### Clock network drawn from the DEF

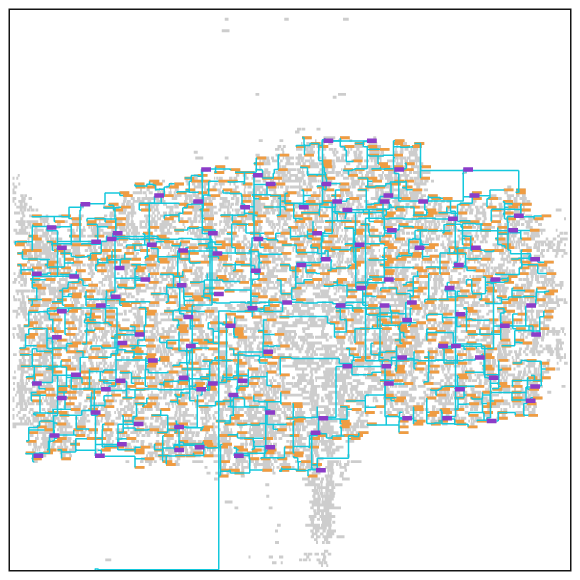
### The clock network

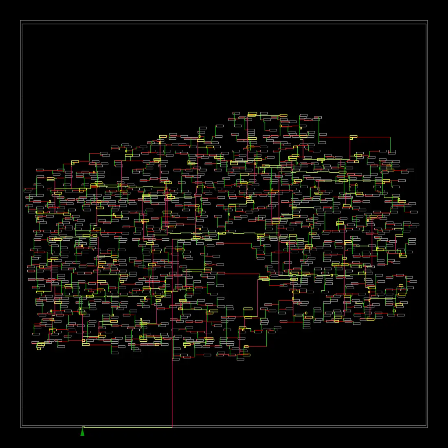
### Cell classes on the final placement

Bar = 200 µm.
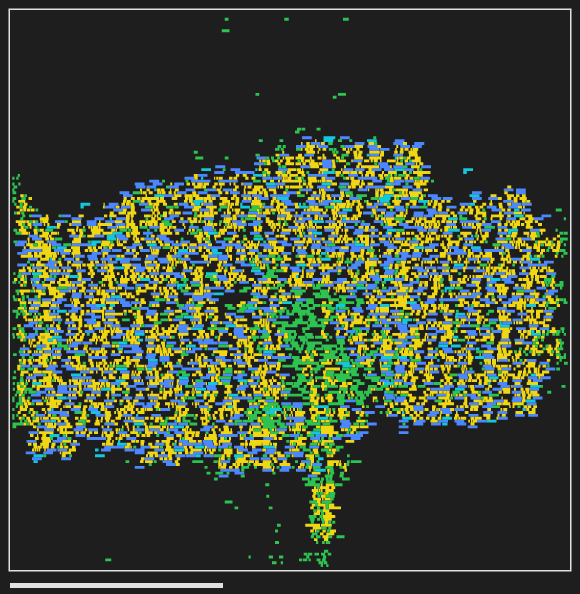
### The metal 1 layer

Supply wires on this layer in gray. Cells faint in the background.
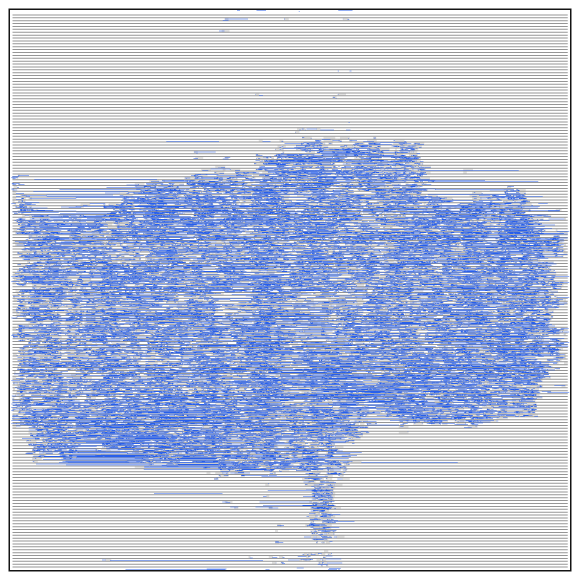
$ cat src/rtl/regfile_mp_sb.sv
// regfile_mp_sb: dual-write-port register file with optional bypass, registered read and busy scoreboard
//   i_CLK, i_Reset       : rising-edge clock, asynchronous active-low reset
//   i_A1/i_A2            : read addresses -> o_RD1/o_RD2 data, o_Busy1/o_Busy2 pending-write flags
//   i_WE3/i_A3/i_WD3     : write port A (execute writeback)
//   i_WE4/i_A4/i_WD4     : write port B (memory writeback), wins over port A on the same address
//   i_SetBusy/i_BusyAddr : mark a destination register as awaiting a result
module regfile_mp_sb #(
    parameter int DATA_W   = 32,
    parameter int ADDR_W   = 5,
    parameter int ZERO_REG = 1,
    parameter int BYPASS   = 1,
    parameter int READ_REG = 0
) (
    input  logic              i_CLK,
    input  logic              i_Reset,
    input  logic [ADDR_W-1:0] i_A1,
    input  logic [ADDR_W-1:0] i_A2,
    output logic [DATA_W-1:0] o_RD1,
    output logic [DATA_W-1:0] o_RD2,
    input  logic              i_WE3,
    input  logic [ADDR_W-1:0] i_A3,
    input  logic [DATA_W-1:0] i_WD3,
    input  logic              i_WE4,
    input  logic [ADDR_W-1:0] i_A4,
    input  logic [DATA_W-1:0] i_WD4,
    input  logic              i_SetBusy,
    input  logic [ADDR_W-1:0] i_BusyAddr,
    output logic              o_Busy1,
    output logic              o_Busy2
);
    localparam int DEPTH = 2 ** ADDR_W;

    logic [DATA_W-1:0] mem_q [DEPTH];
    logic [DATA_W-1:0] mem_d [DEPTH];
    logic [DEPTH-1:0] busy_q, busy_d;
    logic we3, we4, set;
    logic [1:0][ADDR_W-1:0] ra;
    logic [1:0][DATA_W-1:0] rd;
    logic [1:0] bz;

    // Qualify every state change so register 0 is never written nor marked busy.
    assign we3 = i_WE3 && !(ZERO_REG != 0 && i_A3 == '0);
    assign we4 = i_WE4 && !(ZERO_REG != 0 && i_A4 == '0);
    assign set = i_SetBusy && !(ZERO_REG != 0 && i_BusyAddr == '0);
    assign ra = {i_A2, i_A1};

    // Order gives port B priority over A, and a new producer's set over any clear.
    always_comb begin
        mem_d  = mem_q;
        busy_d = busy_q;
        if (we3) begin
            mem_d[i_A3]  = i_WD3;
            busy_d[i_A3] = 1'b0;
        end
        if (we4) begin
            mem_d[i_A4]  = i_WD4;
            busy_d[i_A4] = 1'b0;
        end
        if (set) busy_d[i_BusyAddr] = 1'b1;
    end

    always_ff @(posedge i_CLK or negedge i_Reset) begin
        if (!i_Reset) begin
            for (int k = 0; k < DEPTH; k++) mem_q[k] <= '0;
            busy_q <= '0;
        end else begin
            mem_q  <= mem_d;
            busy_q <= busy_d;
        end
    end

    for (genvar p = 0; p < 2; p++) begin : g_port
        if (READ_REG != 0) begin : g_reg
            logic [DATA_W-1:0] rd_q;
            logic              bz_q;
            // Capturing next-state arrays gives the post-edge view, forwarding included.
            always_ff @(posedge i_CLK or negedge i_Reset) begin
                if (!i_Reset) begin
                    rd_q <= '0;
                    bz_q <= 1'b0;
                end else begin
                    rd_q <= mem_d[ra[p]];
                    bz_q <= busy_d[ra[p]];
                end
            end
            assign rd[p] = rd_q;
            assign bz[p] = bz_q;
        end else begin : g_comb
            logic h3, h4;
            assign h4 = BYPASS != 0 && we4 && i_A4 == ra[p];
            assign h3 = BYPASS != 0 && we3 && i_A3 == ra[p];
            assign rd[p] = h4 ? i_WD4 : h3 ? i_WD3 : mem_q[ra[p]];
            // A forwarded result is no longer pending.
            assign bz[p] = busy_q[ra[p]] && !h3 && !h4;
        end
    end

    // Forwarding would otherwise leak write data onto the outputs while in reset.
    assign o_RD1   = i_Reset ? rd[0] : '0;
    assign o_RD2   = i_Reset ? rd[1] : '0;
    assign o_Busy1 = i_Reset && bz[0];
    assign o_Busy2 = i_Reset && bz[1];
endmodule
$ cat config.mk
export PLATFORM = sky130hd
export DESIGN_NAME = regfile_mp_sb
export DESIGN_NICKNAME = d
export VERILOG_FILES = /design/src/rtl/regfile_mp_sb.sv
export SDC_FILE = /design/constraint.sdc
export NUM_CORES = 2
export LEC_CHECK = 0
export ABC_AREA = 0
export CORE_MARGIN = 2
export CORE_UTILIZATION = 25
export DETAILED_ROUTE_END_ITERATION = 8
export SYNTH_ARGS = -nofsm -noshare
export SYNTH_HDL_FRONTEND = slang
export SYNTH_SLANG_ARGS = --single-unit
$ cat constraint.sdc
create_clock -name i_CLK -period 2.2 [get_ports i_CLK]
set_clock_uncertainty 0.15 [all_clocks]
set_input_delay 0.33 -clock i_CLK [delete_from_list [all_inputs] [get_ports i_CLK]]
set_output_delay 0.33 -clock i_CLK [all_outputs]
set_load 0.005 [all_outputs]
==> summary.txt <==
run results: outcome=finished, violations left, failing checks=setup timing, Min-Delay Path Depth=3, Final HPWL DP=roughly 210 mm, FF-to-FF Start=mem_q[259]$_DFF_PN0_, Tool Warnings=44, cell with the most instances after synthesis=mux2i_1, Area growth syn-to-layout=28.0%, internal power=45.9 mW, Tmin final=3.25 ns, DR top layer=met5, Top logic family=multiplexers, Die Ht=527 µm, Crit path largest cell delay=0.52 ns, yosys simple share=0.118, Data arrival, critical path=between 2 and 3 ns, ys cells=7316, antenna viol nets, final=0, Setup TNS Final=-54.03 ns, commonest cells in the netlist=mux2i_1 (1699), dfrtp_1 (1056), nand2_1 (837), worst slew pin tran=~0.82 ns, Worst Path Required=1.72 ns, relative slew slack=0.451, Post-Place Cells=~11000, XOR Share, Synth=0.00256, CTS Root Cell=clkbuf_16, GRT Util Overall=0.216, static leakage=38.7 nW, WL met3=34.5 mm, number of global-route vias before repair=61885, CP most frequent cell=mux4_2, post-synth top area cell=dfrtp_1, Top delay family on crit path=multiplexers, GR Util met3=0.0598, most used routing layer=met2, share of the synthesized area in the top cell type=0.387, Crit Path Class=flip-flop to output port, Reg power frac=0.415, Top Layout Cells=mux2i_1 (1680), dfrtp_1 (1056), nand2_1 (800), a21oi_1 (664), buf_4 (650), Seq power=28.5 mW, Initial DRC Count=7790, Synth Flop Type=dfrtp_1, row count=approximately 190, peak supply drop=687 µV, min-delay worst type=input pin to flip-flop, RSZ-0062 raised after global routing=yes, core area=about 270000 µm², routability congestion estimate=roughly 0.96, Clk pwr share=0.300, syn_nets=7410, port bufs=between 150 and 200, layout net count=7824, CTS H-tree depth=3, adder share=0, Crit. Startpoint=busy_q[23]$_DFF_PN0_, total vias in the final route=~63000, Crit Reg-Reg Endpoint=mem_q[259]$_DFF_PN0_, synthesized area per cell=9.34 µm², Synth Seq Share=0.387, switch share=0.333, MUX share of area=0.298, share of layout cells above drive strength 1=0.206, setup violators final=66, Final WS setup=-1.05 ns, met2 Use GR=0.323, Detailed Route WL=311 mm, critical-path cell with the highest stage delay=mux4_2, Biggest consumer=sequential cells, crit start category=flip-flop, dpl cell area=81900 µm², Max Buffers Root-to-Sink=3
-- 'Clock network drawn from the DEF' (at the start) --
cells driving clock nets: in purple, count 112. clock wires: in cyan, length 16200 µm. flip-flops: in orange, count 1056.
There are 113 routed clock nets.

-- 'The clock network' (at the start) --
clock latency on the worst-skew pair: 0.76 ns
Clk. pwr: 20.6 mW
TritonCTS Buffers: 112
clock sink count: 1056

-- 'Cell classes on the final placement' (at the start) --
flip-flops: in blue, cells 1056. clock drivers and dummy loads: in cyan, cells 210. all other logic: in yellow, cells 5373. other buffers and delay cells: in green, cells 1187.
Core Util, Final: 0.322
Seq/total area: 0.302

-- 'The metal 1 layer' (at the start) --
The layer carries 124 mm of wire. The layer holds 40% of the routed length. 7360 nets have wire on it.

## state kept, by name, summed over array words and instances (netlist names)
name    count
busy_q     32
mem_q    1024
## cell type report
| class | instances | area, µm² |
|---|---|---|
| antenna | 2 | 5.00 |
| timing repair buffer | 1187 | 13500 |
| clock inverter | 48 | 638 |
| clock buffer | 162 | 3220 |
| fill | 27454 | 184000 |
| sequential | 1056 | 26400 |
| inverter | 6 | 22.5 |
| tap | 3570 | 4470 |
| multi-input combinational | 5367 | 39200 |
## repair_timing
action,in CTS,in global routing
endpoints found under the hold margin,220,0
setup buffers,99,22
hold buffers,1,0
setup endpoints to repair,66,866
cloned,4,3
gates resized,428,84
pin swaps,83,65
No activity file was given, so power comes from the tool's default toggle rates.
